Fig. 1: run 1, routed metal, one color a layer
Drawn at 2 px/µm.
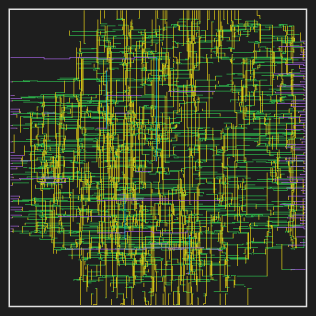
Fig. 2: run 1, routed clock nets over the placement
Drawn at 3 px/µm.
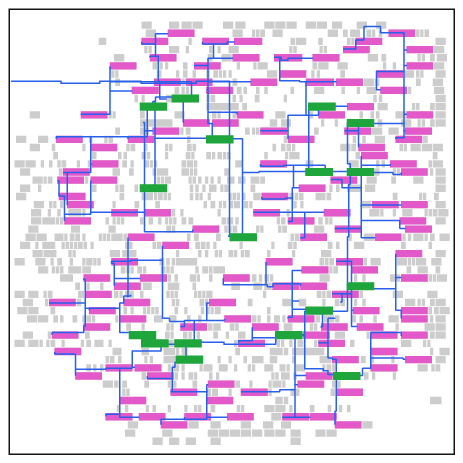
Fig. 3: run 1, clock wiring as the flow saved it
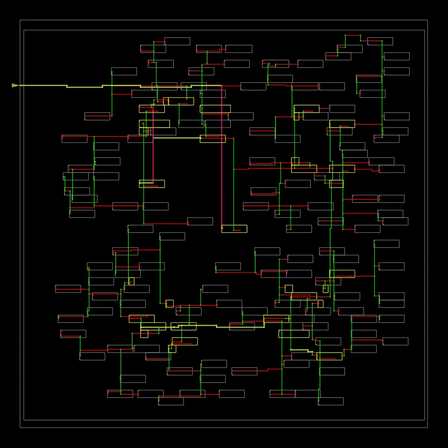
**src/rtl/core_v1_pkg.sv**
```systemverilog
// Purpose: shared constants for the core_v1 fetch path (reset PC, NOP encoding, fetch FSM states).
// Latency: n/a (declarations only).
// Backpressure: n/a.
package core_v1_pkg;

  localparam logic [31:0] RESET_PC_DEFAULT = 32'h0000_0000;
  localparam logic [31:0] NOP_INSTR        = 32'h0000_0013;  // addi x0, x0, 0

  typedef logic [1:0] fetch_state_t;

  localparam fetch_state_t S_IDLE = 2'd0;
  localparam fetch_state_t S_REQ  = 2'd1;
  localparam fetch_state_t S_WAIT = 2'd2;
  localparam fetch_state_t S_OUT  = 2'd3;

endpackage

```
**src/rtl/fetch_out_buf.sv**
```systemverilog
// Purpose: one-entry registered holding stage for {pc, instr} presented to decode.
// Latency: load to out_valid is 1 cycle; flush clears valid on the next edge.
// Backpressure: contents held stable while out_valid && !out_ready; flush beats load and handshake.
module fetch_out_buf
  import core_v1_pkg::*;
(
  input  logic        clk,
  input  logic        rst_n,
  input  logic        load,
  input  logic [31:0] load_pc,
  input  logic [31:0] load_instr,
  input  logic        flush,
  input  logic        out_ready,
  output logic        out_valid,
  output logic [31:0] out_pc,
  output logic [31:0] out_instr
);

  // Valid flag: flush drops a held entry even if decode is accepting it this cycle.
  always_ff @(posedge clk or negedge rst_n) begin
    if (!rst_n) begin
      out_valid <= 1'b0;
    end else if (flush) begin
      out_valid <= 1'b0;
    end else if (load) begin
      out_valid <= 1'b1;
    end else if (out_valid && out_ready) begin
      out_valid <= 1'b0;
    end
  end

  // Payload only changes on an accepted load, so it stays stable while stalled.
  always_ff @(posedge clk or negedge rst_n) begin
    if (!rst_n) begin
      out_pc    <= 32'h0000_0000;
      out_instr <= NOP_INSTR;
    end else if (load && !flush) begin
      out_pc    <= load_pc;
      out_instr <= load_instr;
    end
  end

endmodule

```
**src/rtl/fetch_pc_unit.sv**
```systemverilog
// Purpose: owns the PC, issues one imem fetch at a time, squashes wrong-path responses after redirect.
// Latency: request accept to if_valid = imem latency + 1; 1 instr / 3 cycles with 1-cycle imem.
// Backpressure: imem request held until imem_req_ready; decode stall holds if_* and blocks new fetches.
module fetch_pc_unit
  import core_v1_pkg::*;
#(
  parameter logic [31:0] RESET_PC = RESET_PC_DEFAULT
) (
  input  logic        clk,
  input  logic        rst_n,
  input  logic        redirect_valid,
  input  logic [31:0] redirect_pc,
  output logic        imem_req_valid,
  input  logic        imem_req_ready,
  output logic [31:0] imem_req_addr,
  input  logic        imem_rsp_valid,
  input  logic [31:0] imem_rsp_data,
  output logic        if_valid,
  input  logic        if_ready,
  output logic [31:0] if_pc,
  output logic [31:0] if_instr
);

  fetch_state_t state_q, state_d;
  logic [31:0]  pc_q, pc_d;
  logic [31:0]  inflight_pc_q, inflight_pc_d;
  logic         drop_q, drop_d;
  logic         req_fire;
  logic         buf_load;

  assign req_fire = imem_req_valid && imem_req_ready;

  // State and datapath registers.
  always_ff @(posedge clk or negedge rst_n) begin
    if (!rst_n) begin
      state_q       <= S_IDLE;
      pc_q          <= RESET_PC;
      inflight_pc_q <= RESET_PC;
      drop_q        <= 1'b0;
    end else begin
      state_q       <= state_d;
      pc_q          <= pc_d;
      inflight_pc_q <= inflight_pc_d;
      drop_q        <= drop_d;
    end
  end

  // Next-state: normal fetch sequencing, then redirect overrides it from any state.
  always_comb begin
    state_d       = state_q;
    pc_d          = pc_q;
    inflight_pc_d = inflight_pc_q;
    drop_d        = drop_q;

    unique case (state_q)
      S_IDLE: state_d = S_REQ;
      S_REQ: begin
        if (req_fire) begin
          state_d       = S_WAIT;
          inflight_pc_d = pc_q;
        end
      end
      S_WAIT: begin
        if (imem_rsp_valid) begin
          if (drop_q) begin
            drop_d  = 1'b0;
            state_d = S_REQ;
          end else begin
            pc_d    = inflight_pc_q + 32'd4;
            state_d = S_OUT;
          end
        end
      end
      S_OUT: begin
        if (if_valid && if_ready) state_d = S_REQ;
      end
      default: state_d = S_IDLE;
    endcase

    if (redirect_valid) begin
      pc_d = redirect_pc & ~32'd3;
      unique case (state_q)
        S_IDLE, S_OUT: state_d = S_REQ;
        S_REQ: begin
          // An accepted request is already on the wrong path; mark its response for discard.
          if (req_fire) drop_d = 1'b1;
        end
        S_WAIT: begin
          if (imem_rsp_valid) begin
            drop_d  = 1'b0;
            state_d = S_REQ;
          end else begin
            drop_d  = 1'b1;
            state_d = S_WAIT;
          end
        end
        default: state_d = S_IDLE;
      endcase
    end
  end

  // Outputs: request driven from state/pc; buffer loads only a live, unsquashed response.
  always_comb begin
    imem_req_valid = (state_q == S_REQ);
    imem_req_addr  = pc_q;
    buf_load       = (state_q == S_WAIT) && imem_rsp_valid && !drop_q && !redirect_valid;
  end

  fetch_out_buf u_out_buf (
    .clk        (clk),
    .rst_n      (rst_n),
    .load       (buf_load),
    .load_pc    (inflight_pc_q),
    .load_instr (imem_rsp_data),
    .flush      (redirect_valid),
    .out_ready  (if_ready),
    .out_valid  (if_valid),
    .out_pc     (if_pc),
    .out_instr  (if_instr)
  );

endmodule

```
**config.mk**
```make
export PLATFORM = sky130hd
export DESIGN_NAME = fetch_pc_unit
export DESIGN_NICKNAME = d
export VERILOG_FILES = /design/src/rtl/core_v1_pkg.sv /design/src/rtl/fetch_out_buf.sv /design/src/rtl/fetch_pc_unit.sv
export SDC_FILE = /design/constraint.sdc
export NUM_CORES = 1
export LEC_CHECK = 0
export ABC_AREA = 1
export CAP_MARGIN = 5
export CORE_UTILIZATION = 30
export DETAILED_ROUTE_END_ITERATION = 10
export GPL_ROUTABILITY_DRIVEN = 0
export PLACE_DENSITY = 0.52
export SYNTH_ARGS = -nofsm -noshare
export SYNTH_HDL_FRONTEND = slang
export SYNTH_HIERARCHICAL = 1
export SYNTH_SLANG_ARGS = --single-unit
```
**constraint.sdc**
```tcl
create_clock -name clk -period 5.48 [get_ports clk]
set_clock_uncertainty 0.2 [all_clocks]
set_input_delay 0.822 -clock clk [delete_from_list [all_inputs] [get_ports clk]]
set_output_delay 0.822 -clock clk [all_outputs]
set_load 0.05 [all_outputs]
```
==> qor.yml, run 1 <==
cts_resized: 0
antenna_left: 0
tap_cells: 270
num_io_pins: 168
hold_end: "u_out_buf/out_instr[1]"
fmax_mhz: 313
power_density_nw_per_um2: 557
highest_layer: "met4"
crit_required_ns: 4.46
simple_gate_area_share_pct: 31.1
pwr-share-seq_pct: 33.2
p_sw_mw: 2.17
hold_ws_ns: 0.261
worst-setup-path-type: "reg -> out"
syn_nets: 868
cp_top_family: "buffers and inverters"
met2WireLength_um: 8510
layout.cells.most_common_list: "275 x nand2_1, 164 x clkdlybuf4s50_1, 129 x dfrtp_1"
die_x_um: 148
largest_cell_class: "flip-flops and latches"
tns_ns: 0
synth_seq_share_pct: 51.8
top_cells_by_count: "277 x nand2_1, 129 x dfrtp_1, 102 x nand3_1, 61 x inv_1, 61 x nor2_1"
flop_cell: "dfrtp_1"
finalNonFillerCells: 1229
syn_to_final_growth_pct: 38.0
postCtsHoldBufs: 0
grt_pass1_vias: 5573
synthMuxAreaShare_pct: 0.177
regToRegEndpoint: "u_out_buf/out_instr[12]"
rows: 52
clock_area_share_pct: 6.82
clk_pin_slew_worst_paths_ns: 0.06
yosysCellCount: 791
status: "complete, no violations"
rsz0062_at_grt: "no"
synth_area_leader_cell: "dfrtp_1"
slew_headroom_pct: 23.1
wl_met1_um: 9680
synth-async-reset-ratio_pct: 100
crit_path_end_kind: "output pin"
buffers: 173
dp_hpwl_um: 12800
synthXorXnorAreaFrac_pct: 1.24
setup_violations: 0
nNonClkInverters: 63
firstDrtPassIters: 5
Notes on Fig. 1 above:
color	layer	wire length
green	met1	9680 µm
yellow	met2	8510 µm
cyan	met4	121 µm
purple	met3	941 µm

Notes on Fig. 2 above:
[magenta] flip-flops | count: 132
[green] cells driving clock nets | count: 17
[blue] clock wires | length: 1960 µm
routed clock nets	18
flops lie	all over the die
P_clk: 1.16 mW
clock network power share: 23.7%

Notes on Fig. 3 above:
Clock buffer cells: 18
clock buffer count from CTS: 17
Late-Pin Clk Latency: 0.42 ns

## Run 2: what changed since run 1
clock period = 3 ns   (was 5.48 ns; I/O delays follow)
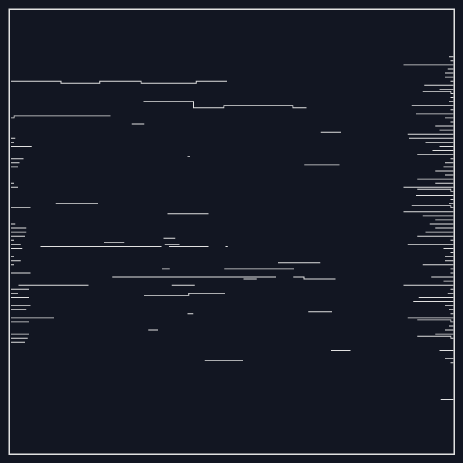
Fig. 4. Met3 routing (run 2).
Drawn at 3 px/µm.
wire length on this layer	1060 µm
main direction	horizontal

==> qor.yml, run 2 <==
wl_met1_um: 9640  # -0.46%
flop_cell: "dfrtp_1"
rsz0062_at_grt: "no"
crit_required_ns: 2.35  # -2.11 ns
top_cells_by_count: "277 x nand2_1, 129 x dfrtp_1, 102 x nand3_1, 61 x inv_1, 61 x nor2_1"
finalNonFillerCells: 1239  # +0.81%
buffers: 183  # +5.8%
synthMuxAreaShare_pct: 0.177  # unchanged
status: "complete, no violations"
p_sw_mw: 3.94  # +82%
power_density_nw_per_um2: 1000  # +80%
crit_path_end_kind: "output pin"
yosysCellCount: 791  # unchanged
fmax_mhz: 350
power.share.clock_pct: 23.1  # -0.6 points
synth_area_leader_cell: "dfrtp_1"
clock_area_share_pct: 6.53  # -0.29 points
rows: 52  # unchanged
nClkBuffers: 23  # +5
synthXorXnorAreaFrac_pct: 1.24  # unchanged
layout.cells.most_common_list: "275 x nand2_1, 164 x clkdlybuf4s50_1, 129 x dfrtp_1"
pwr-share-seq_pct: 33.2  # about the same
Power is estimated from default activity; no workload was simulated.
